[src/rtl/mult_unit.sv]
// mult_unit: 8x8 multi-cycle shift-add multiplier, one iteration per clock.
// Define MUL_SIGNED_EN for a two's-complement multiply (sign-magnitude core).
module mult_unit (
    input  logic       CLK,
    input  logic       RESET,
    input  logic       START,
    input  logic [7:0] OPERAND1,
    input  logic [7:0] OPERAND2,
    output logic [7:0] RESULT,
    output logic [7:0] RESULT_HI,
    output logic       BUSY,
    output logic       DONE,
    output logic       OVERFLOW
);

    typedef enum logic [1:0] {
        S_IDLE,
        S_RUN,
        S_DONE
    } state_t;

    state_t      state;
    logic [7:0]  m;
    logic [7:0]  q;
    logic [8:0]  a;
    logic [2:0]  cnt;

    logic [8:0]  sum;
    logic [8:0]  a_nx;
    logic [7:0]  q_nx;
    logic [15:0] prod;
    logic        ovf;
    logic [7:0]  m_in;
    logic [7:0]  q_in;
    logic        accept;

`ifdef MUL_SIGNED_EN
    logic        sign;
    logic        sign_in;
`endif

    // One shift-add step, final product and operand conditioning
    always_comb begin
        sum    = q[0] ? ({1'b0, a[7:0]} + {1'b0, m}) : a;
        a_nx   = {1'b0, sum[8:1]};
        q_nx   = {sum[0], q[7:1]};
        accept = START && (state != S_RUN);
`ifdef MUL_SIGNED_EN
        m_in    = OPERAND1[7] ? (8'd0 - OPERAND1) : OPERAND1;
        q_in    = OPERAND2[7] ? (8'd0 - OPERAND2) : OPERAND2;
        sign_in = OPERAND1[7] ^ OPERAND2[7];
        prod    = sign ? (16'd0 - {a_nx[7:0], q_nx})
                       : {a_nx[7:0], q_nx};
        ovf     = prod[15:8] != {8{prod[7]}};
`else
        m_in    = OPERAND1;
        q_in    = OPERAND2;
        prod    = {a_nx[7:0], q_nx};
        ovf     = prod[15:8] != 8'd0;
`endif
    end

    // Control FSM, datapath registers and registered outputs
    always_ff @(posedge CLK) begin
        if (!RESET) begin
            state     <= S_IDLE;
            m         <= 8'd0;
            q         <= 8'd0;
            a         <= 9'd0;
            cnt       <= 3'd0;
            RESULT    <= 8'd0;
            RESULT_HI <= 8'd0;
            BUSY      <= 1'b0;
            DONE      <= 1'b0;
            OVERFLOW  <= 1'b0;
`ifdef MUL_SIGNED_EN
            sign      <= 1'b0;
`endif
        end else begin
            unique case (state)
                S_IDLE, S_DONE: begin
                    DONE <= 1'b0;
                    if (accept) begin
                        m     <= m_in;
                        q     <= q_in;
                        a     <= 9'd0;
                        cnt   <= 3'd0;
                        BUSY  <= 1'b1;
                        state <= S_RUN;
`ifdef MUL_SIGNED_EN
                        sign  <= sign_in;
`endif
                    end else begin
                        state <= S_IDLE;
                    end
                end
                S_RUN: begin
                    a   <= a_nx;
                    q   <= q_nx;
                    cnt <= cnt + 3'd1;
                    if (cnt == 3'd7) begin
                        RESULT_HI <= prod[15:8];
                        RESULT    <= prod[7:0];
                        OVERFLOW  <= ovf;
                        BUSY      <= 1'b0;
                        DONE      <= 1'b1;
                        state     <= S_DONE;
                    end
                end
                default: begin
                    state <= S_IDLE;
                    BUSY  <= 1'b0;
                    DONE  <= 1'b0;
                end
            endcase
        end
    end

endmodule

[config.mk]
export PLATFORM = sky130hd
export DESIGN_NAME = mult_unit
export DESIGN_NICKNAME = d
export VERILOG_FILES = /design/src/rtl/mult_unit.sv
export SDC_FILE = /design/constraint.sdc
export NUM_CORES = 1
export LEC_CHECK = 0
export ABC_AREA = 1
export CORE_AREA = 5 5 72 74
export DETAILED_ROUTE_END_ITERATION = 12
export DIE_AREA = 0 0 77 79
export PLACE_DENSITY = 0.83
export REMOVE_ABC_BUFFERS = 1
export SETUP_SLACK_MARGIN = 0.2
export SLEW_MARGIN = 5
export SYNTH_ARGS = -nofsm -noshare
export SYNTH_HDL_FRONTEND = slang
export SYNTH_SLANG_ARGS = --single-unit
[constraint.sdc]
create_clock -name CLK -period 2 [get_ports CLK]
set_input_delay 0.5 -clock CLK [delete_from_list [all_inputs] [get_ports CLK]]
set_output_delay 0.5 -clock CLK [all_outputs]
set_load 0.005 [all_outputs]
run_1/final_congestion.png
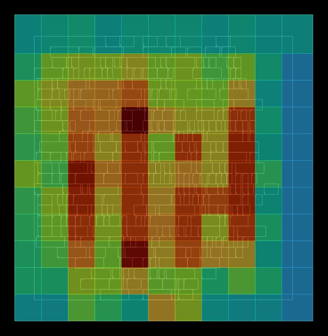
global routing met1 resource utilization: 20.7%
met2 Resource Use GR: 31.8%

run_1/registers.png
Other sequential cells in the stronger grey, the rest of the logic in the fainter grey.
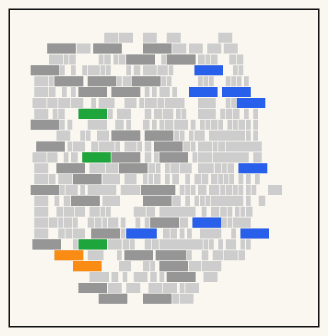
| colour | signal | flops |
|---|---|---|
| green | cnt | 3 |
| blue | m | 8 |
| orange | state | 2 |
not coloured: 35

==> reports/notes.md, run 1 <==
## Logic synthesis
* 0% — multiplexer fraction of the synthesized cell area
* 0.00222 mm^2 — mapped cell area
* 26.4% — basic-gate share of the synthesized area counting and, or, nand and nor cells
* 43.3% — area share of the largest cell type after synthesis
* 290 — cell count in the Yosys report
* sky130_fd_sc_hd__dfxtp_1 — dominant synthesized flop cell
* simple AND/OR/NAND/NOR gates — dominant combinational cell family by area after synthesis
* 0 — total of warnings raised by yosys
* sky130_fd_sc_hd__nand2_1 — most popular library cell in the synthesized design by count
* 16.2% — Compound Share, Synth
* 0% — Post-synth ARST share
* sky130_fd_sc_hd__nand2_1 (51), sky130_fd_sc_hd__nor2_1 (49), sky130_fd_sc_hd__dfxtp_1 (48) — most instantiated cells after synthesis
* 31 — number of distinct library cells after synthesis
* 43.3% — sequential fraction of the synthesis area
* 290 — Mapped Cells
* 0% — post-synthesis xor/xnor area fraction
* sky130_fd_sc_hd__dfxtp_1 (43%), sky130_fd_sc_hd__nand2_1 (8.6%), sky130_fd_sc_hd__nor2_1 (8.3%), sky130_fd_sc_hd__ha_1 (5.6%), sky130_fd_sc_hd__o21ai_0 (5.6%) — main area contributors
* 6.54% — fraction of the mapped netlist area in adder cells
* 7.66 um^2 — synthesized area divided by synthesized cell count
* sky130_fd_sc_hd__dfxtp_1 — Synth area leader

## Placed design
* 378 — DP Cell Count
* 37 — count of input and output buffers
* 0.00265 mm^2 — cell area after placement
* 0.116 ns — Setup Slack @ Placement
* 0.801 — routability congestion estimate from global placement
* 3.95 mm — dpl hpwl

## Worst setup path
* 0.38 ns — Worst path max stage delay
* ha_4, fa_2, nand2_2, nand2_4, nand3_2, nand3_1, nand3_2, nand2_2, nor2_1, nand4_1, nand2_1, inv_1 — ordered cell list for the critical path
* a[0]$_SDFFE_PN0P_ — r2r startpoint
* 2.22 ns — WP data required
* register — endpoint type of the worst setup path
* register to register — category of the critical setup timing path
* 0.21 ns — Worst R2R Setup Slack
* register — nature of the critical path startpoint
* 12 — CP Depth
* 2.01 ns — Worst EP arrival
* 12 — path depth of the worst reg2reg path
* simple AND/OR/NAND/NOR gates — Worst path top cell family by delay
* a[0]$_SDFFE_PN0P_ — launch point of the worst path
* OVERFLOW$_SDFFE_PN0P_ — Worst Setup EP
* 1 — total buffers and inverters traversed by the critical path
* OVERFLOW$_SDFFE_PN0P_ — capture point of the worst reg-to-reg path
* 3 — critical path peak fanout
* sky130_fd_sc_hd__fa_2 — slowest stage cell on the critical path

## Floorplanning
* 54 — Taps Inserted
* 77 um — die span in x
* 79 um — Die Ht
* 0.00608 mm^2 — Chip Footprint
* 25 — standard-cell row count
* 38 — top-level port count
* 0.00454 mm^2 — floorplan core area

## Power and ir drop
* 2.00 mW — Power, Total
* 0.705 mW — Clock group
* 696 mW/mm^2 — PD cells
* 1.03 mW — flip-flop and latch power
* 26.3% — switching part of the total power
* 1.48 mW — internal power contribution
* 51.5% — power share of the sequential group
* 0.527 mW — switching power total
* 0.268 mW — Comb group
* 1.22 nW — Leak
* 35.2% — share of total power in the clock network
* 0.498 mV — IR drop worst, VDD
* registers — heaviest power group
* 13.3% — share of power burned in combinational logic

## Worst hold path
* BUSY$_SDFFE_PN0P_ — Hold Crit Endpoint
* state[0]$_SDFFE_PN0P_ — hold path startpoint
* register to register — path category of the worst min-delay check
* 1 — hold path cells

## Finish
* 14.4% — Signal buf overhead
* 0.00118 mm^2 — Comb gate area
* multi-input combinational cells — largest contributor to cell area by class
* 63.5% — share of the core filled with cells in the final layout
* 0 — final antenna diode count
* 29.6% — P&R area growth vs syn
* 40.9% — logic share of the area
* 3.87% — portion of the layout cell area used by clock cells
* sky130_fd_sc_hd__nand2_1 (49), sky130_fd_sc_hd__nor2_1 (47), sky130_fd_sc_hd__dfxtp_1 (45) — most frequent cells in the layout
* 370 — filler cell count
* 389 — Cell Count, Final, Fillers Out
* 35 — non-clock inverter count in the final layout
* sky130_fd_sc_hd__nand2_1 — most frequent standard cell in the layout excluding fill and tap cells
* 0.00288 mm^2 — post-layout instance area
* 967 um^2 — Register Area
* 33.6% — sequential fraction of total cell area
* 201 — multi-input combinational cell count
* 15.2% — fraction of layout instances using a drive strength above 1
* 5 — clock buffer count
* 43 — non-clock buffer count
* 364 — count of nets after finishing

## Timing
* 0 — final hold violation count
* 0.208 ns — final worst setup slack
* 0.00669 ns — Layout Skew
* 1.79 ns — min cycle time layout
* 66.6% — Rel. slew slack
* 0 — final setup violation count
* 0.500 ns — actual slew at the worst max-slew pin
* 0 — number of pins with negative max-slew slack in the final report
* 0 ns — Fin Setup TNS
* 558 MHz — Peak Freq
* 0.460 ns — Hold Worst Slack
* true — unrepaired setup endpoints after global routing

## Clock network
* 0.31 ns — insertion delay to the later sink of the worst-skew pair
* 4 — count of instances resized after the clock tree is built
* yes — TritonCTS clock tree
* sky130_fd_sc_hd__clkbuf_8 — Clk Tree Root Cell
* 2 — maximum count of clock buffers along a single path
* 0.09 ns — clock transition at the register clock pins on the worst setup and hold paths after CTS
* 2 — H-tree level count
* 48 — Sinks on Clock Net
* 0 — Hold Buf Count CTS
* 5 — clock buffer count from CTS
* 1 — post-CTS setup-driven buffer insertion count

## Route
* 318 um — total length of routed met3 wires
* 5.44 — via density per instance
* 2115 — via count
* 4 — length of the first detailed-routing pass in iterations
* 2.31 mm — routed length on met1
* 0 — Antenna Nets Post-Route
* 5.70 mm — final wirelength
* 152 — DRC marker count from the first detailed-route iteration
* met4 — DR top layer
* 14.7 um — routed length per instance
* 0 — drt drc
* 2.96 mm — wire length on met2

## Global route
* 30 — maximum number of pins on one net before global-route repair
* 18.0% — Total GRT Usage
* 0 — grt total ovfl
* 4.20% — Global Route met3 Usage
* 8.92 mm — global-route wire length before repair
* 0 — initial antenna violation count
* 1951 — number of global-route vias before repair

## Status
* completed — outcome

## Flow run
* 0 — max-cap check violation count
* 26 — number of warning messages in the logs

run_1/metal_stack.png
Two of the layers only.
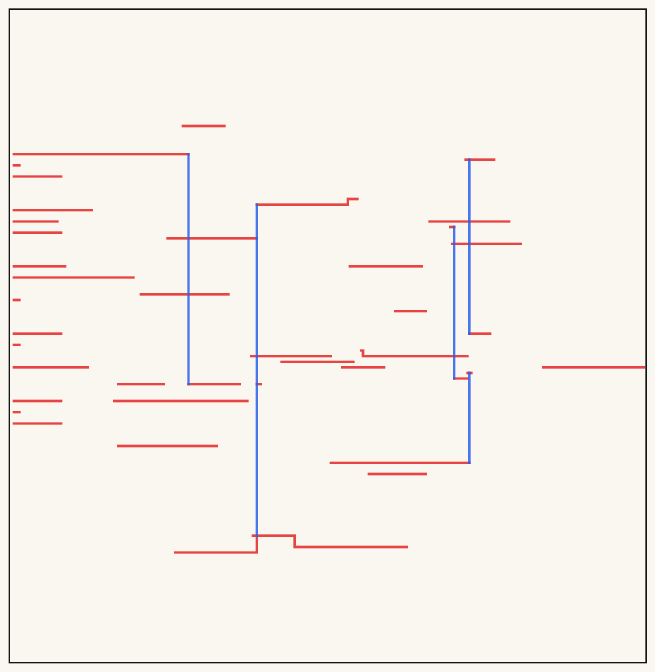
| colour | layer | wire length |
|---|---|---|
| blue | met4 | 118 um |
| red | met3 | 319 um |

run_1/pins.png
Pins as bars across the die edge, other pins in grey.
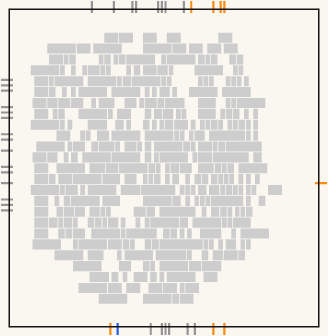

==> run 2: changes to the inputs <==
CORE_AREA = 2 2 69 71   (was 5 5 72 74)
DIE_AREA = 0 0 71 73   (was 0 0 77 79)
run_2/pins.png
Pins as bars across the die edge, other pins in grey.
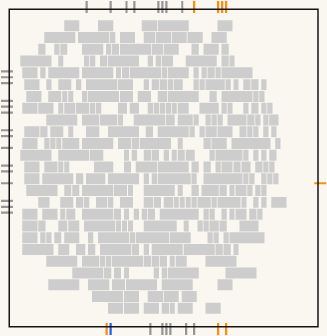
| colour | port | pins | direction | edge |
|---|---|---|---|---|
| blue | DONE | 1 | output | bottom |
| orange | OPERAND1 | 8 | input | 4 top, 3 bottom, 1 right |
all pins by edge: 15 left, 12 top, 10 bottom, 1 right

==> reports/notes.md, run 2 <==
## Status
* completed — outcome

## Flow run
* 0 — max-cap check violation count
* 26 — number of warning messages in the logs

## Power and ir drop
* 0.501 mW — switching power total
* 1.03 mW — flip-flop and latch power
* 14.5% — share of power burned in combinational logic
* 1.35 mW — internal power contribution
* 0.493 mV — IR drop worst, VDD
* 0.547 mW — Clock group
* 29.7% — share of total power in the clock network
* 1.85 mW — Power, Total
* 55.9% — power share of the sequential group
* registers — heaviest power group
* 646 mW/mm^2 — PD cells
* 27.1% — switching part of the total power

## Placed design
* 3.86 mm — dpl hpwl
* 0.911 — routability congestion estimate from global placement
* 378 — DP Cell Count
* 0.106 ns — Setup Slack @ Placement
* 37 — count of input and output buffers
* 0.00265 mm^2 — cell area after placement

## Route
* 2.62 mm — wire length on met2
* 4 — length of the first detailed-routing pass in iterations
* 270 um — total length of routed met3 wires
* met4 — DR top layer
* 0 — Antenna Nets Post-Route
* 5.29 — via density per instance
* 2.35 mm — routed length on met1
* 5.33 mm — final wirelength

## Logic synthesis
* 0% — Post-synth ARST share
* sky130_fd_sc_hd__nand2_1 (51), sky130_fd_sc_hd__nor2_1 (49), sky130_fd_sc_hd__dfxtp_1 (48) — most instantiated cells after synthesis
* sky130_fd_sc_hd__dfxtp_1 — dominant synthesized flop cell
* 7.66 um^2 — synthesized area divided by synthesized cell count
* simple AND/OR/NAND/NOR gates — dominant combinational cell family by area after synthesis
* 290 — Mapped Cells
* 0.00222 mm^2 — mapped cell area
* 290 — cell count in the Yosys report
* 0% — multiplexer fraction of the synthesized cell area
* 26.4% — basic-gate share of the synthesized area counting and, or, nand and nor cells
* 31 — number of distinct library cells after synthesis

## Clock network
* 0 — post-CTS setup-driven buffer insertion count
* 0 — Hold Buf Count CTS
* sky130_fd_sc_hd__clkbuf_8 — Clk Tree Root Cell
* yes — TritonCTS clock tree
* 48 — Sinks on Clock Net
* 5 — count of instances resized after the clock tree is built

## Timing
* 0.459 ns — Hold Worst Slack
* 0.00491 ns — Layout Skew
* 68.9% — Rel. slew slack
* 0.466 ns — actual slew at the worst max-slew pin
* 0 — final setup violation count
* 557 MHz — Peak Freq
* 0.205 ns — final worst setup slack
* 1.79 ns — min cycle time layout
* 0 — final hold violation count
* 0 ns — Fin Setup TNS

## Finish
* 6 — clock buffer count
* 15.1% — Signal buf overhead
* sky130_fd_sc_hd__nand2_1 — most frequent standard cell in the layout excluding fill and tap cells
* 45 — non-clock buffer count
* 2.72% — portion of the layout cell area used by clock cells
* 0 — final antenna diode count
* 41.2% — logic share of the area
* 0.00118 mm^2 — Comb gate area
* 35 — non-clock inverter count in the final layout
* 965 um^2 — Register Area
* 0.00286 mm^2 — post-layout instance area
* 366 — count of nets after finishing
* 386 — filler cell count
* 28.6% — P&R area growth vs syn

## Worst hold path
* RESULT_HI[1]$_SDFFE_PN0P_ — Hold Crit Endpoint
* 2 — hold path cells
* RESULT_HI[1]$_SDFFE_PN0P_ — hold path startpoint

## Floorplanning
* 38 — top-level port count
* 0.00454 mm^2 — floorplan core area
* 71 um — die span in x
* 0.00518 mm^2 — Chip Footprint
* 54 — Taps Inserted
* 25 — standard-cell row count
* 73 um — Die Ht

## Worst setup path
* a[0]$_SDFFE_PN0P_ — r2r startpoint
* a[0]$_SDFFE_PN0P_ — launch point of the worst path
* register — endpoint type of the worst setup path
* 2.00 ns — Worst EP arrival
* 10 — path depth of the worst reg2reg path
* sky130_fd_sc_hd__fa_2 — slowest stage cell on the critical path
* ha_4, fa_2, nand2_2, nand2_4, nand3_2, o211ai_1, a21oi_2, nand4_1, nand2_1, inv_1 — ordered cell list for the critical path
* adder cells — Worst path top cell family by delay
* 0.39 ns — Worst path max stage delay
* 10 — CP Depth
* OVERFLOW$_SDFFE_PN0P_ — Worst Setup EP
* 1 — total buffers and inverters traversed by the critical path
* 3 — critical path peak fanout
* 2.20 ns — WP data required

## Global route
* 0 — grt total ovfl
* 0 — initial antenna violation count
* 36.6% — met2 Resource Use GR
* 30 — maximum number of pins on one net before global-route repair
* 1947 — number of global-route vias before repair

Power and IR drop assume default switching activity.
